==> config.mk <==
export PLATFORM = sky130hd
export DESIGN_NAME = multicycle_ctrl_flat
export DESIGN_NICKNAME = d
export VERILOG_FILES = /design/src/rtl/multicycle_ctrl_pkg.sv /design/src/rtl/multicycle_ctrl_if.sv /design/src/rtl/mc_wait_cnt.sv /design/src/rtl/multicycle_ctrl.sv /design/src/flat_wrapper.sv
export SDC_FILE = /design/constraint.sdc
export NUM_CORES = 1
export LEC_CHECK = 0
export ABC_CLOCK_PERIOD_IN_PS = 3040
export CAP_MARGIN = 40
export CORE_ASPECT_RATIO = 1.2
export CORE_MARGIN = 2
export CORE_UTILIZATION = 42
export CTS_BUF_LIST = sky130_fd_sc_hd__clkbuf_4 sky130_fd_sc_hd__clkbuf_8
export CTS_CLUSTER_SIZE = 8
export DETAILED_ROUTE_END_ITERATION = 7
export HOLD_SLACK_MARGIN = 0.15
export PLACE_DENSITY = 0.95
export SYNTH_ARGS = -nofsm -noshare
export SYNTH_HDL_FRONTEND = slang
export SYNTH_HIERARCHICAL = 1
export SYNTH_SLANG_ARGS = --single-unit
==> constraint.sdc <==
create_clock -name clk -period 3.04 [get_ports clk]
set_input_delay 0.912 -clock clk [delete_from_list [all_inputs] [get_ports clk]]
set_output_delay 0.912 -clock clk [all_outputs]
set_load 0.005 [all_outputs]
**Clock routing**

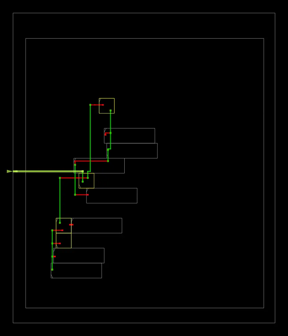
skew final: 0.00405 ns
Num CTS Buffers: 3
P_clk: 88.2 uW
insertion delay at the late pin of the worst-skew pair: 0.24 ns
clock sink total: 7

**Close-up of the layout**

Bar = 5 microns. Window x 14 to 34, y 29 to 49 microns. Cells in gray, sequential cells in the stronger gray; small squares are vias.
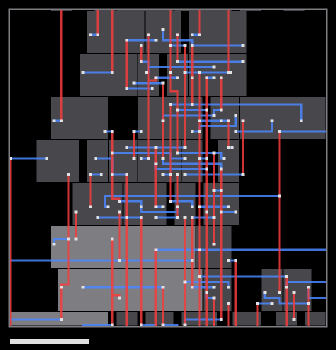
| layer | color |
|---|---|
| met1 | blue |
| met2 | red |
cells with their middle in the window: 27
sequential cells in the window: 2
most frequent: clkdlybuf4s50_1 (4), nor2_1 (4)

**Logic cells by family**

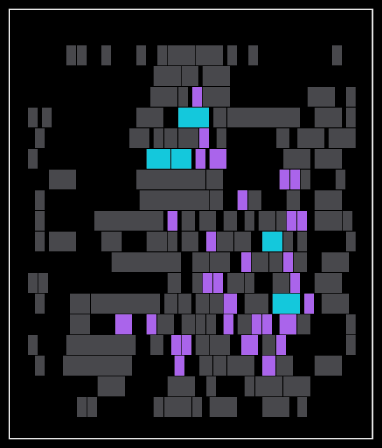
| family | color | cells | most used |
|---|---|---|---|
| NOR gates | purple | 30 | nor2_1 |
| AND-OR and OR-AND gates | cyan | 5 | a21o_1 |
Finished Layout Cells: 194
Top cell excl fill/tap: conb_1
Comb area share: 50.9%

==> results.json <==
{
  "critPathRequiredTime_ns": 2.13,
  "tns_ns": 0,
  "slew_viol_final": 0,
  "final_net_count": 175,
  "synth_cells": 140,
  "die_y_microns": 56.3,
  "fp-row-count": 18,
  "vias": 899,
  "crit_fanout": 12,
  "globalRouteOverflowTotal": 0,
  "ios": 61,
  "top_layer": "met3",
  "ys_warn_count": 6,
  "finalInstanceArea_sq_um": 1140,
  "syn-cell-area_sq_um": 957,
  "holdBufCountCts": 0,
  "rrSetupSlack_ns": 1.58,
  "core_area_sq_um": 2120,
  "cts.clk_slew.worst_paths_ns": 0.05,
  "wirelength_met1_microns": 751,
  "layout_setup_ws_ns": 0.192,
  "period_used_pct": 93.7,
  "power_uw": 807,
  "place_hpwl_microns": 1550,
  "post_cts_buffers": 0,
  "arrival_ns": 1.94,
  "dieWidth_microns": 47.6,
  "antenna_found_initial": 0,
  "chip_area_sq_um": 2680,
  "r2r_cells": 6,
  "setup_viol": 0,
  "cp-end-kind": "output port",
  "route.met2.wl_microns": 982,
  "drt_first_iter_violations": 15,
  "startpoint_type": "flip-flop",
  "wl_met3_microns": 135,
  "dpl_cell_area_sq_um": 1110,
  "cap_violations": 0,
  "portBuffers": 28,
  "ctsResizeCount": 0,
  "final_util_pct": 53.9,
  "routabilityCongestion": 0.878,
  "clk_path_buf_depth": 2,
  "warning_count": 26,
  "drive_above_1_share_pct": 4.88,
  "grt_pass1_wl_microns": 2920,
  "grt_setup_unrepaired": "no",
  "cts_tree": "done",
  "holdPathStages": 1,
  "area_delta_synth_final_pct": 19.2,
  "htree_levels": 1,
  "routedWlPerCell_microns": 9.63,
  "drc": 0,
  "cts_root_buf": "clkbuf_4",
  "status": "finished, final reports clean",
  "p_leak_nw": 0.525,
  "drtPass1Iterations": 4,
  "peakVddDrop_v": 0.000407,
  "antenna_left": 0,
  "timing.fmax_mhz": 351,
  "viasPerCell": 4.63,
  "nFillCells": 228,
  "n_antenna_cell": 0,
  "period_minus_slack_ns": 2.85,
  "fp_util_pct": 45.2,
  "dp_slack_ns": 0.476,
  "largest_reg_flops": 4,
  "gr-usage-all-layers_pct": 14.2,
  "finalHoldViolations": 0,
  "power_density_nw_per_um2": 708,
  "wl_microns": 1870,
  "avgSynthCellArea_sq_um": 6.84,
  "hp-class": "reg -> reg",
  "worstSetupPathType": "reg -> out",
  "grt_pass1_vias": 707,
  "grt_max_degree": 16
}
## per-layer routing
metal,GRT usage (%),vias up
met5,0,-
met4,4.25,0
met3,1.93,0
met2,22.6,46
met1,19.2,405
li1,-,448
## final cells by class
class	instances	area (sq um)	area share [%]
multi-input combinational	116	581	50.9
clock buffer	4	30.0	2.63
timing repair buffer	29	288	25.2
inverter	8	30.0	2.63
tap	30	37.5	3.29
sequential	7	175	15.4
## where the power goes
group          switching, mW  internal (mW)  total (mW)
logic                  0.253          0.274       0.527
registers             0.0648          0.128       0.192
clock network         0.0295         0.0587      0.0882
## cell usage in the layout (no fill, tap or decap), types with 2 or more instances in the layout
cell type,count
a21o_1,2
a21oi_1,9
and3_1,2
clkbuf_4,4
clkdlybuf4s50_1,28
conb_1,33
dfrtp_1,7
inv_1,7
nand2_1,6
nand2b_1,3
nand3_1,2
nor2_1,24
nor2b_1,3
nor3_1,2
o21ai_0,12
o22ai_1,2
## critical path, stage by stage, from the launching register on
cell             delay, ns
dfrtp_1               0.49
inv_1                 0.21
nand2_1               0.11
a21o_1                0.23
o21ai_0               0.13
clkdlybuf4s50_1       0.52
## through the flow
step / hold WS [ns] / instances
2_1_floorplan: 0.466 / 171
6_report: 0.487 / 194
4_1_cts: 0.491 / 194
3_3_place_gp: 0.464 / 190
3_5_place_dp: 0.475 / 190
5_1_grt: 0.527 / 194
Power and IR drop assume default switching activity.
